The clock network:
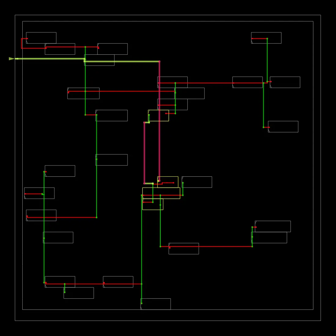
Cells by drive strength:
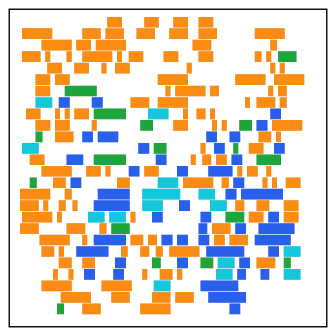
M3 wires:
Bar = 20 µm.
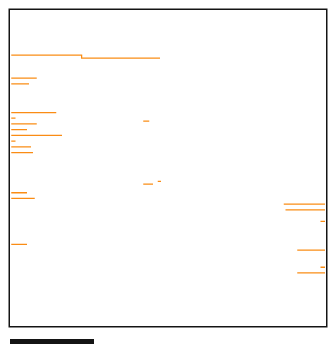
Metal 1:
Bar = 20 µm. Cells faint in the background.
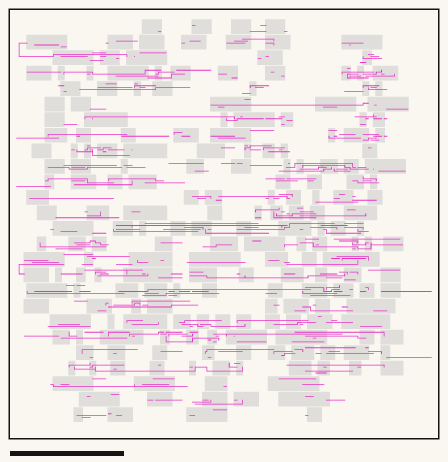
==> config.mk <==
export PLATFORM = sky130hd
export DESIGN_NAME = nibbler_sequencer
export DESIGN_NICKNAME = d
export VERILOG_FILES = /design/src/rtl/nibbler_pkg.sv /design/src/rtl/seq_wait_timer.sv /design/src/rtl/nibbler_sequencer.sv
export SDC_FILE = /design/constraint.sdc
export NUM_CORES = 1
export LEC_CHECK = 0
export ABC_CLOCK_PERIOD_IN_PS = 1600
export CAP_MARGIN = 30
export CELL_PAD_IN_SITES_DETAIL_PLACEMENT = 1
export CELL_PAD_IN_SITES_GLOBAL_PLACEMENT = 2
export CORE_MARGIN = 1.5
export CORE_UTILIZATION = 24
export DETAILED_ROUTE_END_ITERATION = 7
export PLACE_DENSITY_LB_ADDON = 0.05
export SETUP_SLACK_MARGIN = 0.2
export SKIP_CTS_REPAIR_TIMING = 1
export SLEW_MARGIN = 20
export SYNTH_ARGS = -nofsm -noshare
export SYNTH_HDL_FRONTEND = slang
export SYNTH_SLANG_ARGS = --single-unit
==> constraint.sdc <==
create_clock -name clock -period 1.6 [get_ports clock]
set_input_delay 0.48 -clock clock [delete_from_list [all_inputs] [get_ports clock]]
set_output_delay 0.48 -clock clock [all_outputs]
set_load 0.02 [all_outputs]
==> src/rtl/nibbler_pkg.sv <==
// Shared types and constants for the nibbler instruction sequencer.
package nibbler_pkg;

    localparam int WAIT_MAX_DEFAULT = 15;

    typedef enum logic [1:0] {
        IDLE  = 2'd0,
        FETCH = 2'd1,
        EXEC  = 2'd2,
        HALT  = 2'd3
    } state_t;

    localparam logic [3:0] OP_MEM_A = 4'd3;
    localparam logic [3:0] OP_MEM_B = 4'd6;
    localparam logic [3:0] OP_MEM_C = 4'd7;
    localparam logic [3:0] OP_MEM_D = 4'd11;
    localparam logic [3:0] OP_MEM_E = 4'd15;

    // Memory opcodes wait on the RAM handshake during execute.
    function automatic logic is_mem_op(input logic [3:0] op);
        return (op == OP_MEM_A) || (op == OP_MEM_B) || (op == OP_MEM_C) ||
               (op == OP_MEM_D) || (op == OP_MEM_E);
    endfunction

endpackage

==> src/rtl/seq_wait_timer.sv <==
// Counts consecutive memory-stall cycles and flags the cycle that reaches WAIT_MAX.
module seq_wait_timer
    import nibbler_pkg::*;
#(
    parameter int WAIT_MAX = WAIT_MAX_DEFAULT
) (
    input  logic clock,
    input  logic reset,
    input  logic stall,
    output logic expired
);

    localparam int CW = (WAIT_MAX < 1) ? 1 : $clog2(WAIT_MAX + 1);

    logic [CW-1:0] count;

    // Any non-stalled cycle (completion, fetch, idle) restarts the count.
    always_ff @(posedge clock) begin
        if (reset || !stall) begin
            count <= '0;
        end else if (!expired) begin
            count <= count + CW'(1);
        end
    end

    assign expired = stall && (count == CW'(WAIT_MAX));

endmodule

==> src/rtl/nibbler_sequencer.sv <==
// Fetch/execute sequencer for the nibbler CPU; optional single-step input
// enabled by defining SEQ_SINGLE_STEP_EN.
module nibbler_sequencer
    import nibbler_pkg::*;
#(
    parameter int WAIT_MAX = WAIT_MAX_DEFAULT
) (
    input  logic       clock,
    input  logic       reset,
    input  logic       run,
    input  logic       halt_req,
`ifdef SEQ_SINGLE_STEP_EN
    input  logic       step,
`endif
    input  logic [7:0] instr_in,
    input  logic       c_in,
    input  logic       z_in,
    input  logic       load_flag,
    input  logic       mem_ready,
    output logic       phase,
    output logic [3:0] opcode,
    output logic [3:0] operand,
    output logic       flag_c,
    output logic       flag_z,
    output logic       ctrl_en,
    output logic       busy,
    output logic       halted,
    output logic       timeout_err,
    output logic [7:0] instr_count
);

    state_t state, state_next;
    logic   stall;
    logic   expired;
    logic   halt_pending;
    logic   step_rise;

`ifdef SEQ_SINGLE_STEP_EN
    logic step_q;

    always_ff @(posedge clock) begin
        if (reset) step_q <= 1'b0;
        else       step_q <= step;
    end

    assign step_rise = step && !step_q;
`else
    assign step_rise = 1'b0;
`endif

    assign stall = (state == EXEC) && !ctrl_en;

    seq_wait_timer #(.WAIT_MAX(WAIT_MAX)) u_wait_timer (
        .clock   (clock),
        .reset   (reset),
        .stall   (stall),
        .expired (expired)
    );

    // NOTE: sequential state uses non-blocking assignments so every register
    // samples pre-edge values regardless of process ordering.
    always_ff @(posedge clock) begin
        if (reset) state <= IDLE;
        else       state <= state_next;
    end

    // NOTE: every combinational output gets a default first so no path
    // through the case can infer a latch.
    always_comb begin
        state_next = state;
        case (state)
            IDLE: begin
                if (halt_req)       state_next = HALT;
                else if (run)       state_next = FETCH;
                else if (step_rise) state_next = FETCH;
            end
            FETCH: state_next = EXEC;
            EXEC: begin
                if (ctrl_en) begin
                    if (halt_req || halt_pending) state_next = HALT;
                    else if (run)                 state_next = FETCH;
                    else                          state_next = IDLE;
                end else if (expired) begin
                    state_next = HALT;
                end
            end
            HALT:    state_next = HALT;
            default: state_next = IDLE;
        endcase
    end

    always_comb begin
        phase   = 1'b0;
        ctrl_en = 1'b0;
        busy    = 1'b0;
        halted  = 1'b0;
        case (state)
            FETCH: begin
                ctrl_en = 1'b1;
                busy    = 1'b1;
            end
            EXEC: begin
                phase   = 1'b1;
                busy    = 1'b1;
                ctrl_en = is_mem_op(opcode) ? mem_ready : 1'b1;
            end
            HALT:    halted = 1'b1;
            default: ;
        endcase
    end

    // A halt request seen mid-instruction is remembered and acted on at the boundary.
    always_ff @(posedge clock) begin
        if (reset) begin
            opcode       <= '0;
            operand      <= '0;
            flag_c       <= 1'b0;
            flag_z       <= 1'b0;
            timeout_err  <= 1'b0;
            instr_count  <= '0;
            halt_pending <= 1'b0;
        end else if (state == FETCH) begin
            opcode       <= instr_in[7:4];
            operand      <= instr_in[3:0];
            halt_pending <= halt_pending || halt_req;
        end else if (state == EXEC) begin
            if (ctrl_en) begin
                instr_count <= instr_count + 8'd1;
                if (load_flag) begin
                    flag_c <= c_in;
                    flag_z <= z_in;
                end
            end else begin
                halt_pending <= halt_pending || halt_req;
                if (expired) timeout_err <= 1'b1;
            end
        end
    end

endmodule

==> qor.csv <==
metric,value,unit
status,finished with violations,
violations,negative setup slack,
comb-power,1920,µW
p_leak,0.00116,µW
post-route-period-util,110,%
clock_sinks,26,
ios,39,
via_count,1216,
num_rows,26,
first_pass_iters,2,
seqPwrFrac,25.7,%
cp.required,1120,ps
drive_gt1_share,37.7,%
critPathLaunchType,flop,
hp-class,reg -> reg,
setup_viol,14,
yosys_area,0.00124,mm²
rsz0062_at_grt,true,
die.size.y,75.0,µm
largest_area_cell,dfxtp_1,
max_stage_delay,360,ps
cp_cell_sequence,buf_4 -> ha_4 -> o21ai_2 -> nor2_2 -> buf_6,
comb_cells,101,
cts_tree,yes,
worstSetupPathType,reg -> out,
power_switching_share,37.1,%
syn_inst,136,
cts_root_buf,clkbuf_8,
regArea,532,µm²
buf_share,31.4,%
synth_cell_type_count,33,
sh_comb_area,37.1,%
well_tap_count,70,
drtIter0Drc,16,
clock_area_share,2.93,%
met1Wirelength,1.66,mm
antenna_found_initial,0,
fin_ws,-162,ps
comb_power_share,58.9,%
postRouteAntennaNets,0,
hold_viol_final,0,
power,3260,µW
nets,237,
power.density,1440,mW/mm²
grt_pass1_vias,1301,
cp_max_fo,4,
clockBufferDepth,2,
maxUsedRoutingLayer,met4,
pwr-share-clk,15.4,%
wl_per_cell,13.1,µm
crit_path_top_delay_cell,dfxtp_4,
core-area,0.00504,mm²
max_clock_freq,0.568,GHz
chipArea,0.00562,mm²
cp.arrival,1280,ps
final_cell_mix,"32 x buf_4, 25 x nor2_1, 21 x dfxtp_1, 15 x dlymetal6s2s_1, 14 x clkdlybuf4s50_1",
viasPerCell,4.31,
dr_wl_met3,135,µm
min_period,1760,ps
initCoreUtil,24.7,%
cts.htree.levels,1,
layout.cells.most_common,buf_4,
seq_power,840,µW
avgSynthCellArea,9.14,µm²
grt_pass1_wl,5.79,mm
fillers,583,
vdd_drop_max,0.553,mV
io_buffers,38,
cp_top_family,flip-flops,
fin_util,44.9,%
crit_buf_inv,2,
warning_count,33,
top_area_share,41.9,%
fin_setup_tns,-842,ps
met2_length,1.86,mm
nNonClkBuffers,76,
yosys_warnings,0,
max_cap_violations,0,
track_usage,13.6,%
inverters,5,
max_slew.worst_pin.slew,297,ps
drc,0,
flop-count,26,
dp_hpwl,2.79,mm
syn_nets,160,
synth_seq_share,41.9,%
seq_area_share,23.5,%
area_growth_syn_to_layout,82.1,%
grt_max_degree,16,
## Picture notes: 'the clock network'
TritonCTS Buffers: 3
Clock buffer cells: 4
Clk. pwr: 501 µW
Clock Skew: 7.04 ps
worst skew pair latency: 280 ps

## Picture notes: 'cells by drive strength'
legend:
  cyan:
    size: drive 6 and up
    cells: 15
    most_used: buf_6
  green:
    size: drive 2
    cells: 17
  blue:
    size: drive 3 to 4
    cells: 48
    most_used: buf_4
  orange:
    size: drive 1 or less
    cells: 132
    most_used: nor2_1

## Picture notes: 'M3 wires'
longest straight run: 18.4 µm
share of all routed wire: 3.7%
wire length on this layer: 135 µm

## Picture notes: 'metal 1'
longest straight run: 29.9 µm
main direction: horizontal
share of all routed wire: 45%
wire length on this layer: 1660 µm
nets with wire on the layer: 205

[metrics by stage]
stage          std cells  area, µm²  setup slack [ps]
6_report             282       2260              -162
5_1_grt              282       2260              -260
4_1_cts              276       2030              -743
3_5_place_dp         272       1960              -739
3_3_place_gp         272       1960              -743
2_1_floorplan        136       1280             -9.12
[worst paths after layout]
check	endpoint	from	depth (start not counted)	slack (ps)
worst max register to register	instr_count[3]	state[0]	9	-150
worst min-delay path	halt_pending	halt_pending	2	480
worst min register to register	halt_pending	halt_pending	2	480
worst max-delay path	ctrl_en	state[1]	5	-160
[registers in the layout, summed over array words and instances (netlist names)]
| register | count |
|---|---|
| flag_c | 1 |
| flag_z | 1 |
| halt_pending | 1 |
| instr_count | 8 |
| opcode | 4 |
| operand | 4 |
| state | 2 |
| timeout_err | 1 |
| u_wait_timer.count | 4 |
[layer usage]
layer  vias to the layer above  GRT usage, %
met2                        22          22.5
met4                         0          4.85
li1                        619             -
met3                         4          2.81
met5                         -             0
met1                       571          17.7
[cell families after synthesis]
group / count (synthesis) / synth area share, %
adders and majority gates: 8 / 8.05
muxes: 12 / 9.66
AOI/OAI and AO/OA: 17 / 9.46
xor gates and xnor gates: 8 / 5.63
and+or+nand+nor: 56 / 21.7
DFF: 26 / 41.9
buffers and inverters: 9 / 3.62
[Yosys cell counts, drive strengths merged]
cell type / n
nand3: 4
a31oi: 3
xnor2: 8
nand2: 10
mux2i: 12
o211ai: 1
nor2b: 2
buf: 2
and2b: 1
ha: 8
nor4: 3
nand4: 2
a221oi: 1
and3: 1
a211oi: 2
nor3b: 1
a21oi: 1
o211a: 1
nand3b: 1
o21ai: 6
clkbuf: 2
nand2b: 1
dfxtp: 26
nor2: 27
inv: 5
a2111oi: 1
nor3: 2
a32oi: 1
nor4b: 1
Power figures rest on the tool's default switching activity, not on a simulated workload.
